flops_by_reg.png
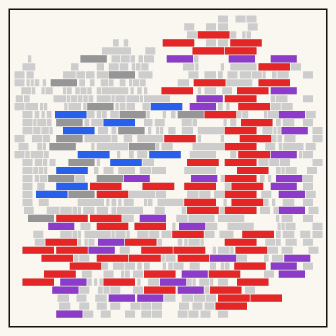
clk_routes.png
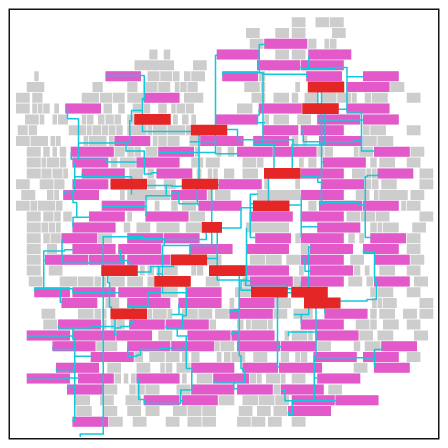
placement_by_type.png
Scale bar: 20 microns.
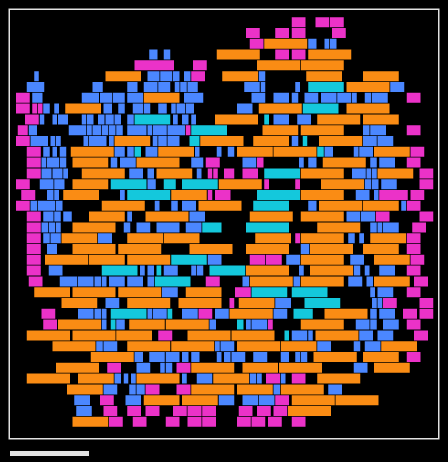
power_grid.png
Pins as bars on the die edge. Tap cells in grey.
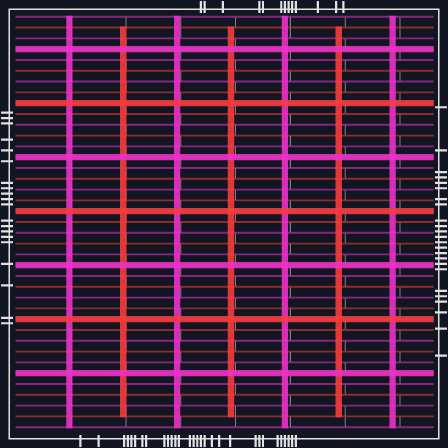
==> src/rtl/instruction_fetch_unit.sv <==
// Instruction fetch front end: owns the PC and reads a combinational instruction memory.
// Returned words are queued with their PC in a 2-entry FIFO that feeds decode through valid/ready.
module instruction_fetch_unit #(
  parameter int unsigned ADDR_WIDTH = 5,
  parameter int unsigned DATA_WIDTH = 32,
  parameter int unsigned RESET_PC   = 0,
  parameter logic [DATA_WIDTH-1:0] HALT_WORD = 32'hFFFF_FFFF,
  parameter bit WRAP = 1'b0
) (
  input  logic                  clk,
  input  logic                  reset,
  input  logic                  Start,
  output logic [ADDR_WIDTH-1:0] ReadAddress,
  input  logic [DATA_WIDTH-1:0] Instruction,
  input  logic                  Redirect,
  input  logic [ADDR_WIDTH-1:0] RedirectAddr,
  output logic [DATA_WIDTH-1:0] InstrOut,
  output logic [ADDR_WIDTH-1:0] PCOut,
  output logic                  InstrValid,
  input  logic                  InstrReady,
  output logic                  Busy,
  output logic                  Halted
);

  localparam logic [ADDR_WIDTH-1:0] START_PC = ADDR_WIDTH'(RESET_PC);
  localparam logic [ADDR_WIDTH-1:0] LAST_PC  = '1;

  typedef enum logic [1:0] {IDLE, FETCH, DRAIN, HALT} state_t;

  state_t                state_reg;
  logic [ADDR_WIDTH-1:0] pc_reg;
  logic [1:0]            count_reg;
  logic                  head_reg;
  logic                  tail_reg;
  logic [DATA_WIDTH-1:0] instr_out_reg;
  logic [ADDR_WIDTH-1:0] pc_out_reg;

  logic [DATA_WIDTH-1:0] buf_instr [2];
  logic [ADDR_WIDTH-1:0] buf_pc    [2];

  logic       pop;
  logic       push;
  logic [1:0] count_next;
  logic [1:0] remain;
  logic       head_next;
  logic       halt_hit;
  logic       end_hit;

  assign pop        = (count_reg != 2'd0) && InstrReady;
  assign push       = (state_reg == FETCH) && !Redirect && ((count_reg != 2'd2) || pop);
  assign count_next = count_reg + {1'b0, push} - {1'b0, pop};
  assign remain     = count_reg - {1'b0, pop};
  assign head_next  = head_reg ^ pop;
  assign halt_hit   = (Instruction == HALT_WORD);
  assign end_hit    = !WRAP && (pc_reg == LAST_PC);

  assign ReadAddress = pc_reg;
  assign InstrOut    = instr_out_reg;
  assign PCOut       = pc_out_reg;
  assign InstrValid  = (count_reg != 2'd0);
  assign Busy        = (state_reg == FETCH) || (state_reg == DRAIN);
  assign Halted      = (state_reg == HALT);

  always_ff @(posedge clk) begin
    if (push) begin
      buf_instr[tail_reg] <= Instruction;
      buf_pc[tail_reg]    <= pc_reg;
    end
  end

  always_ff @(posedge clk or posedge reset) begin
    if (reset) begin
      state_reg     <= IDLE;
      pc_reg        <= START_PC;
      count_reg     <= 2'd0;
      head_reg      <= 1'b0;
      tail_reg      <= 1'b0;
      instr_out_reg <= '0;
      pc_out_reg    <= '0;
    end else begin
      case (state_reg)
        IDLE: begin
          if (Redirect) pc_reg <= RedirectAddr;
          if (Start) state_reg <= FETCH;
        end
        FETCH, DRAIN: begin
          if (Redirect) begin
            // flush wins over any pop, halt or end-of-memory this cycle
            state_reg <= FETCH;
            pc_reg    <= RedirectAddr;
            count_reg <= 2'd0;
            head_reg  <= 1'b0;
            tail_reg  <= 1'b0;
          end else begin
            count_reg <= count_next;
            head_reg  <= head_next;
            if (push) begin
              tail_reg <= ~tail_reg;
              if (halt_hit || end_hit) state_reg <= DRAIN;
              else pc_reg <= pc_reg + 1'b1;
            end
            if (state_reg == DRAIN && count_next == 2'd0) state_reg <= HALT;
            // head register follows the new head; the incoming word bypasses when nothing else remains
            if (count_next != 2'd0) begin
              instr_out_reg <= (remain == 2'd0) ? Instruction : buf_instr[head_next];
              pc_out_reg    <= (remain == 2'd0) ? pc_reg : buf_pc[head_next];
            end
          end
        end
        HALT: begin
          if (Start) begin
            state_reg <= FETCH;
            pc_reg    <= START_PC;
          end
        end
        default: state_reg <= IDLE;
      endcase
    end
  end

endmodule

==> config.mk <==
export PLATFORM = sky130hd
export DESIGN_NAME = instruction_fetch_unit
export DESIGN_NICKNAME = d
export VERILOG_FILES = /design/src/rtl/instruction_fetch_unit.sv
export SDC_FILE = /design/constraint.sdc
export NUM_CORES = 1
export LEC_CHECK = 0
export CAP_MARGIN = 20
export CORE_UTILIZATION = 48
export CTS_CLUSTER_SIZE = 25
export DETAILED_ROUTE_END_ITERATION = 8
export GPL_TIMING_DRIVEN = 0
export PLACE_DENSITY = 0.88
export SKIP_CTS_REPAIR_TIMING = 1
export SYNTH_ARGS = -nofsm -noshare
export SYNTH_HDL_FRONTEND = slang
export SYNTH_SLANG_ARGS = --single-unit
==> constraint.sdc <==
create_clock -name clk -period 3.25 [get_ports clk]
set_clock_uncertainty 0.1 [all_clocks]
set_input_delay 0.4875 -clock clk [delete_from_list [all_inputs] [get_ports clk]]
set_output_delay 0.4875 -clock clk [all_outputs]
set_load 0.01 [all_outputs]
==> flow_summary.toml <==
# physical design summary
[logic_synthesis]
ys_sh_simple_pct = 8.39
ys.flops = 122
top_cells_by_area = "edfxtp_1 41%, dfrtp_1 22%, mux2_2 7.8%"
top_area_cell = "edfxtp_1"
ys_cells = 399
synth_seq_share_pct = 63.7
async_flop_share_pct = 39.3
synthAdderAreaFrac_pct = 1.86
ys_area_sq_um = 5370
synthMuxAreaShare_pct = 15.4
top_cell = "edfxtp_1"
top_area_share_pct = 41.4
common_cells = "74 x edfxtp_1, 48 x dfrtp_1, 45 x nand2_1, 42 x o21ai_0, 41 x mux2i_1"
logic_family = "multiplexers"
ys_sh_aoi_pct = 7.15

[clocking]
root_buffer = "clkbuf_8"
clkTransAtPathRegs_ns = 0.06
cts_sinks = 122
max-clock-path-buffers = 2

[sta]
finalCriticalPeriod_ns = 2.99
whs_ns = 0.172
tightestPinTransition_ns = 0.972
hold_viol_final = 0
setup_viol = 0
layout_setup_ws_ns = 0.257
finalCritPeriodShare_pct = 92.1
relSlewSlack_pct = 35.2
fin_setup_tns_ns = 0
drv_slew = 0
max_freq_mhz = 334

[floorplanning]
rows = 38
io_pins = 87
coreArea_sq_um = 10900
fp.dieW_microns = 108
fp.dieH_microns = 108
fp_util_pct = 49.3
dieArea_sq_um = 11600

[job]
drv_cap = 0

[layout]
fillCellCount = 818
stdcell_area_sq_um = 7030
n_antenna_cell = 0
final_util_pct = 64.5
syn_to_final_growth_pct = 30.8
finalNetCount = 555
top_register = "buf_instr"
most-common-layout-cells = "85 x clkdlybuf4s50_1, 74 x edfxtp_1, 48 x dfrtp_1"
finalNonFillerCells = 658

[grt]
grt_max_degree = 38
grt-ovfl-total = 0
grt.total_usage_pct = 22.3
antenna_found_initial = 0

[run_status]
outcome = "complete, no violations"

[place]
dpl_cell_area_sq_um = 6450
dp_slack_ns = -0.0515
io_buffers = 85
routabilityCongestion = 0.782
place.detailed.hpwl_microns = 8050

[detailed_routing]
num_vias = 3658
drt-wirelength-per-cell_microns = 18.1
dr.pass1.iters = 4
drc = 0
vias_per_cell = 5.56
finalWirelength_microns = 11900

[critical_path]
worstSetupEndpointType = "register"
crit_path_start_kind = "register"
critPathRequiredTime_ns = 3.52
critical_path_class = "reg -> reg"
cp_data_arrival_time_ns = 3.26
crit_path_max_fanout = 10

[pwr]
ir_worst_vdd_mv = 0.488
cellPowerDensity_nw_per_um2 = 1000

[min_path]
hold_path_class = "in -> reg"
## Picture notes: flops_by_reg.png
legend:
  `buf_pc`:
    colour: blue
    flops: 10
    where: west
  `buf_instr`:
    colour: red
    flops: 64
  `InstrOut`:
    colour: purple
    flops: 32
    where: all over the die
not coloured: 16

## Picture notes: clk_routes.png
legend:
  clock drivers:
    colour: red
    count: 17
  clock wires:
    colour: cyan
    length: 1430 microns
  flip-flops:
    colour: magenta
    count: 122
flops lie: all over the die
routed clock nets: 18
Clk pwr share: 25.7%
clk_lat worst skew: 0.50 ns
clk pwr: 1.81 mW

## Picture notes: placement_by_type.png
legend:
  flops:
    colour: orange
    cells: 122
    share_of_their_area: 50%
  other buffers and delay cells:
    colour: magenta
    cells: 106
    share_of_their_area: 15%
  combinational and other logic:
    colour: blue
    cells: 258
    share_of_their_area: 27%
  clock drivers and dummy loads:
    colour: cyan
    cells: 32
    share_of_their_area: 8.3%

## Picture notes: power_grid.png
legend:
  VSS:
    colour: magenta
  VDD:
    colour: red
met4 straps: 7
met1 rails: 39
rows: 38

## layout make-up
type                    count  area, sq um  share of cell area (%)
flip-flops and latches    122         3420                    48.7
multi-input cells         249         1810                    25.7
repair buffers             87          898                    12.8
clock buffers              22          443                    6.30
well taps                 140          175                    2.49
clock inverters            10          129                    1.83
plain buffers              19          118                    1.67
inverters                   9         33.8                   0.481
## power by group
group / leakage [nW] / switching, mW / internal, mW
logic: 1.32 / 1.38 / 1.43
registers: 1.27 / 0.251 / 2.17
clock network: 0.278 / 0.632 / 1.18
## worst paths after layout
| path | start | end | slack, ns | depth (start not counted) |
|---|---|---|---|---|
| worst max register to register | state_reg[1]$_DFFE_PP0P_ | InstrOut[17]$_DFFE_PP0P_ | 0.26 | 11 |
| max in group asynchronous | reset | InstrOut[6]$_DFFE_PP0P_ | 2.25 | 3 |
| worst min register to register | InstrOut[7]$_DFFE_PP0P_ | InstrOut[7]$_DFFE_PP0P_ | 0.40 | 1 |
| worst min-delay path | Redirect | count_reg[1]$_DFFE_PP0P_ | 0.17 | 2 |
| min in group asynchronous | reset | InstrOut[23]$_DFFE_PP0P_ | 0.25 | 2 |
| worst max-delay path | state_reg[1]$_DFFE_PP0P_ | InstrOut[17]$_DFFE_PP0P_ | 0.26 | 11 |
## critical path, cell delays in order (launching register included)
cell,delay [ns]
dfrtp_1,0.41
inv_1,0.15
ha_1,0.19
nor2b_4,0.21
nand3_1,0.09
o21ai_0,0.09
ha_1,0.16
buf_1,0.28
xor2_1,0.18
a21oi_4,0.41
buf_6,0.22
mux2_2,0.35
## metal layers
layer	global-route usage (%)	wire (microns)
met1	28.5	5110
met3	4.36	561
met4	8.02	142
met5	0	0
met2	37.6	6120
Power figures rest on the tool's default switching activity, not on a simulated workload.
